### Cell outlines without signal wires

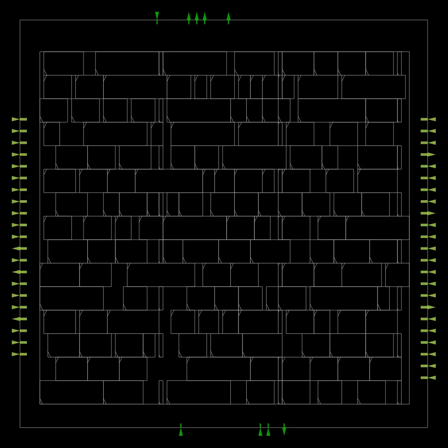
### Gate families picked out

Scale: 8 px per um.
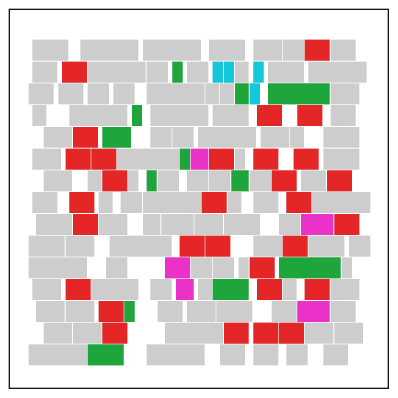
### Metal layers overlaid

Scale: 8 px per um. Only two layers are drawn.
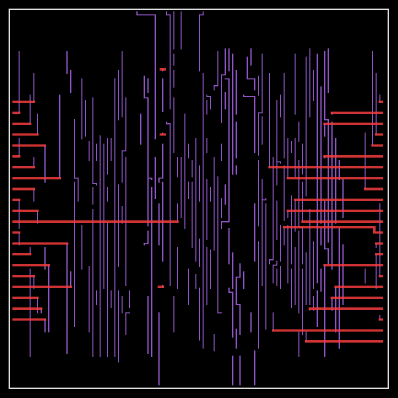
### Routed metal per tile

Scale: 6 px per um. The die is cut into 9 by 9 equal tiles; dark purple is low, yellow is high, scaled to the fullest tile. Values are wire area over tile area, all layers added.
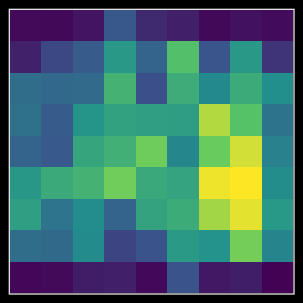
### src/rtl/pipeline_pkg.sv
// Shared encodings for the LEGv8 pipeline sequencer: FSM states, forwarding
// selects and the zero-register address.
package pipeline_pkg;

  typedef enum logic {
    ST_RUN   = 1'b0,
    ST_STALL = 1'b1
  } state_e;

  localparam logic [1:0] FWD_REG   = 2'b00;
  localparam logic [1:0] FWD_EXMEM = 2'b10;
  localparam logic [1:0] FWD_MEMWB = 2'b01;

  localparam int XZR = 31;

endpackage

### src/rtl/fwd_unit.sv
// EX-stage forwarding select for one ALU operand; EX/MEM wins over MEM/WB
// and XZR is never forwarded.
module fwd_unit
  import pipeline_pkg::*;
#(
  parameter int REG_AW = 5
) (
  input  logic [REG_AW-1:0] src,
  input  logic              mem_regwrite,
  input  logic [REG_AW-1:0] mem_rd,
  input  logic              wb_regwrite,
  input  logic [REG_AW-1:0] wb_rd,
  output logic [1:0]        sel
);

  localparam logic [REG_AW-1:0] ZR = REG_AW'(XZR);

  logic mem_hit;
  logic wb_hit;

  assign mem_hit = mem_regwrite && (mem_rd != ZR) && (mem_rd == src);
  assign wb_hit  = wb_regwrite  && (wb_rd  != ZR) && (wb_rd  == src);

  always_comb begin
    if (mem_hit)     sel = FWD_EXMEM;
    else if (wb_hit) sel = FWD_MEMWB;
    else             sel = FWD_REG;
  end

endmodule

### src/rtl/hazard_ctrl.sv
// ID/EX sequencer: load-use stall/bubble, taken-branch flush and forwarding.
// Optional perf counters (stall_cnt, flush_cnt) when HAZARD_PERF_CNT_EN is defined.
module hazard_ctrl
  import pipeline_pkg::*;
#(
  parameter int REG_AW    = 5,
  parameter int STALL_CYC = 1,
  parameter int CNT_W     = 16
) (
  input  logic              clk,
  input  logic              rst_n,
  input  logic [REG_AW-1:0] id_rn,
  input  logic [REG_AW-1:0] id_rm,
  input  logic              id_uses_rm,
  input  logic [REG_AW-1:0] ex_rn,
  input  logic [REG_AW-1:0] ex_rm,
  input  logic              ex_memread,
  input  logic [REG_AW-1:0] ex_rd,
  input  logic              mem_regwrite,
  input  logic [REG_AW-1:0] mem_rd,
  input  logic              wb_regwrite,
  input  logic [REG_AW-1:0] wb_rd,
  input  logic              mem_br_taken,
  output logic              pc_write,
  output logic              if_id_write,
  output logic              id_ex_bubble,
  output logic              flush_if_id,
  output logic              flush_id_ex,
  output logic              flush_ex_mem,
  output logic [1:0]        fwd_a,
  output logic [1:0]        fwd_b,
  output logic              stalled
`ifdef HAZARD_PERF_CNT_EN
  ,
  output logic [CNT_W-1:0]  stall_cnt,
  output logic [CNT_W-1:0]  flush_cnt
`endif
);

  localparam logic [REG_AW-1:0] ZR         = REG_AW'(XZR);
  localparam logic [2:0]        STALL_INIT = 3'(STALL_CYC - 1);

  state_e     state, state_nxt;
  logic [2:0] cnt, cnt_nxt;
  logic       hz;
  logic       flush;
  logic [1:0] fwd_a_raw, fwd_b_raw;

  // NOTE: reset is sampled on the clock edge, and registers use <= so every
  // flop sees the pre-edge values of its neighbours.
  always_ff @(posedge clk) begin
    if (!rst_n) begin
      state <= ST_RUN;
      cnt   <= '0;
    end else begin
      state <= state_nxt;
      cnt   <= cnt_nxt;
    end
  end

  assign hz = ex_memread && (ex_rd != ZR) &&
              ((ex_rd == id_rn) || (id_uses_rm && (ex_rd == id_rm)));

  // NOTE: every output and next-state term gets a default first so no latch
  // can be inferred from the branches below.
  always_comb begin
    state_nxt    = state;
    cnt_nxt      = cnt;
    pc_write     = 1'b1;
    if_id_write  = 1'b1;
    id_ex_bubble = 1'b0;
    flush        = 1'b0;

    if (!rst_n) begin
      pc_write    = 1'b0;
      if_id_write = 1'b0;
      flush       = 1'b1;
      state_nxt   = ST_RUN;
      cnt_nxt     = '0;
    end else if (mem_br_taken) begin
      // A taken branch squashes whatever the hazard logic wanted this cycle.
      flush     = 1'b1;
      state_nxt = ST_RUN;
      cnt_nxt   = '0;
    end else begin
      case (state)
        ST_RUN: begin
          if (hz) begin
            pc_write     = 1'b0;
            if_id_write  = 1'b0;
            id_ex_bubble = 1'b1;
            if (STALL_CYC > 1) begin
              state_nxt = ST_STALL;
              cnt_nxt   = STALL_INIT;
            end
          end
        end
        ST_STALL: begin
          pc_write     = 1'b0;
          if_id_write  = 1'b0;
          id_ex_bubble = 1'b1;
          cnt_nxt      = cnt - 3'd1;
          if (cnt == 3'd1) begin
            state_nxt = ST_RUN;
            cnt_nxt   = '0;
          end
        end
        default: begin
          state_nxt = ST_RUN;
          cnt_nxt   = '0;
        end
      endcase
    end
  end

  assign flush_if_id  = flush;
  assign flush_id_ex  = flush;
  assign flush_ex_mem = flush;
  assign stalled      = (state == ST_STALL);

  fwd_unit #(.REG_AW(REG_AW)) u_fwd_a (
    .src          (ex_rn),
    .mem_regwrite (mem_regwrite),
    .mem_rd       (mem_rd),
    .wb_regwrite  (wb_regwrite),
    .wb_rd        (wb_rd),
    .sel          (fwd_a_raw)
  );

  fwd_unit #(.REG_AW(REG_AW)) u_fwd_b (
    .src          (ex_rm),
    .mem_regwrite (mem_regwrite),
    .mem_rd       (mem_rd),
    .wb_regwrite  (wb_regwrite),
    .wb_rd        (wb_rd),
    .sel          (fwd_b_raw)
  );

  assign fwd_a = rst_n ? fwd_a_raw : FWD_REG;
  assign fwd_b = rst_n ? fwd_b_raw : FWD_REG;

`ifdef HAZARD_PERF_CNT_EN
  always_ff @(posedge clk) begin
    if (!rst_n) begin
      stall_cnt <= '0;
      flush_cnt <= '0;
    end else begin
      if (id_ex_bubble && (stall_cnt != '1)) stall_cnt <= stall_cnt + 1'b1;
      if (mem_br_taken && (flush_cnt != '1)) flush_cnt <= flush_cnt + 1'b1;
    end
  end
`endif

endmodule
### config.mk
export PLATFORM = sky130hd
export DESIGN_NAME = hazard_ctrl
export DESIGN_NICKNAME = d
export VERILOG_FILES = /design/src/rtl/pipeline_pkg.sv /design/src/rtl/fwd_unit.sv /design/src/rtl/hazard_ctrl.sv
export SDC_FILE = /design/constraint.sdc
export NUM_CORES = 1
export LEC_CHECK = 0
export CAP_MARGIN = 20
export CORE_MARGIN = 2
export CORE_UTILIZATION = 34
export DETAILED_ROUTE_END_ITERATION = 10
export HOLD_SLACK_MARGIN = 0.02
export PLACE_DENSITY = 0.84
export SYNTH_ARGS = -nofsm -noshare
export SYNTH_HDL_FRONTEND = slang
export SYNTH_SLANG_ARGS = --single-unit
### constraint.sdc
create_clock -name clk -period 2.3 [get_ports clk]
set_input_delay 0.345 -clock clk [delete_from_list [all_inputs] [get_ports clk]]
set_output_delay 0.345 -clock clk [all_outputs]
set_load 0.1 [all_outputs]
==> notes.md <==
impl run done, here's what came out: sw frac 38.4%, CP top delay family simple AND/OR/NAND/NOR gates, Sw Pwr 154 uW, Comb group 240 uW, Tcrit/Tclk final 97.4%, total power 402 uW, cells on worst reg2reg path 6, Internal Pwr Total 248 uW, Seq group 69.7 uW, Mapped Avg Cell Area 7.74 um2, Final Skew 0.00605 ns, Gate power share 59.7%, grt total ovfl 0, Gate Area 609 um2, Adder Share, Synth 3.94%, xor/xnor share 41.4%, Latency at later pin 0.24 ns, top cells by count, synth xor2_1, xnor2_1, nand3_1, nor2_1, nor4_1, outcome finished clean, Register Area 80.1 um2, Final Hold Viols 0, R2R setup slack 1.04 ns, Layout area overhead 133%, H-tree Lvls 1, die height 47.2 um, RePlAce Congestion 0.823, top-count cell post-synth xor2_1, # hold bufs at CTS 0, initial antenna violation count 0, Hold Crit Endpoint cnt[2]$_SDFFE_PP0P_, static leakage 0.000660 uW, initial DRC count 11, DR vias/cell 4.98, post-layout worst setup margin 0.0590 ns, clock buffer depth 2, ys flops 4, worst rel slew slack 79.9%, ao+oa area frac 9.27%, final core utilization 84.5%, Max Slew Vio Count 0, CTS tree done, Reg2Reg Capture Point cnt[0]$_SDFFE_PP0P_, cells in synth_stat.txt 82, count of final setup violators 0, top cells by area xor2_1, dfxtp_1, xnor2_1
About 'Cell outlines without signal wires':
seq_cells: 4
Seq/total area: 5.43%
Taps Inserted: 25

About 'Gate families picked out':
[cyan] inv cells | cells: 4 | where: north
[magenta] and/or cells | cells: 5
[red] xor and xnor cells | cells: 30
[green] nor cells | cells: 12
Final Instance Count excl. Fillers: 172
combinational share of cell area: 41.3%
Commonest Layout Cell: xor2_1

About 'Metal layers overlaid':
[purple] metal 2 | wire length: 1370 um
[red] metal 3 | wire length: 231 um
drt wl/cell: 14.8 um
vias: 857

About 'Routed metal per tile':
nearly empty tiles: 2.5%
tiles over half the peak: 42%
densest ninth of the die: east
fullest tile: 0.44
emptiest ninth of the die: north-west

[worst max-delay path by stage]
stage / slack [ns] / cells after the start / to
6_report: 0.06 / 5 / fwd_a[0]
5_1_grt: -0.01 / 5 / fwd_a[0]
4_1_cts: 0.01 / 7 / fwd_a[1]
3_5_place_dp: -0.12 / 6 / fwd_a[0]
3_3_place_gp: -0.07 / 7 / fwd_a[0]
2_1_floorplan: -0.09 / 4 / fwd_a[0]
[layout by cell type (no fill, tap or decap), types with 3 or more instances in the layout]
master	Yosys	layout
buf_12	0	10
buf_4	3	14
clkbuf_4	0	3
clkdlybuf4s50_1	0	17
dfxtp_1	4	4
dlygate4sd2_1	0	13
dlymetal6s2s_1	0	9
inv_1	4	4
nand2_1	4	4
nand3_1	5	5
nor2_1	5	5
xnor2_1	7	7
xor2_1	23	23
[registers in the layout, indices dropped and copies added (netlist names)]
name / cells
cnt: 3
stalled: 1
[routing by layer]
metal  up-vias  part of all wire, %  wire length, um  global-route usage [%]
met2        47                   54             1370                    46.8
met5         -                    0                0                       0
li1        413                    -                -                       -
met3         3                  9.1              230                    5.77
met1       394                   36              914                    23.7
met4         0                  1.1               27                    9.44
[area by class of cell]
cell class                      instances  area share [%]
Sequential cell                         4            5.43
Timing Repair Buffer                   65            48.6
Inverter                                4            1.02
Tap cell                               25            2.12
Clock buffer                            3            1.53
Multi-Input combinational cell         71            41.3
[stage by stage]
step	TNS, ns	instance area [um2]	instances
3_3_place_gp	-0.288	1420	171
2_1_floorplan	-0.175	681	82
6_report	0	1480	172
5_1_grt	-0.0126	1480	172
4_1_cts	0	1430	173
3_5_place_dp	-0.498	1420	171
[what timing repair did]
action | 4_1_cts | 5_1_grt
pin swaps | 8 | 7
setup endpoints to repair | 5 | 5
gates resized | 19 | 17
buffers inserted | 0 | 0
cloned | 0 | 0
No activity file was given, so power comes from the tool's default toggle rates.
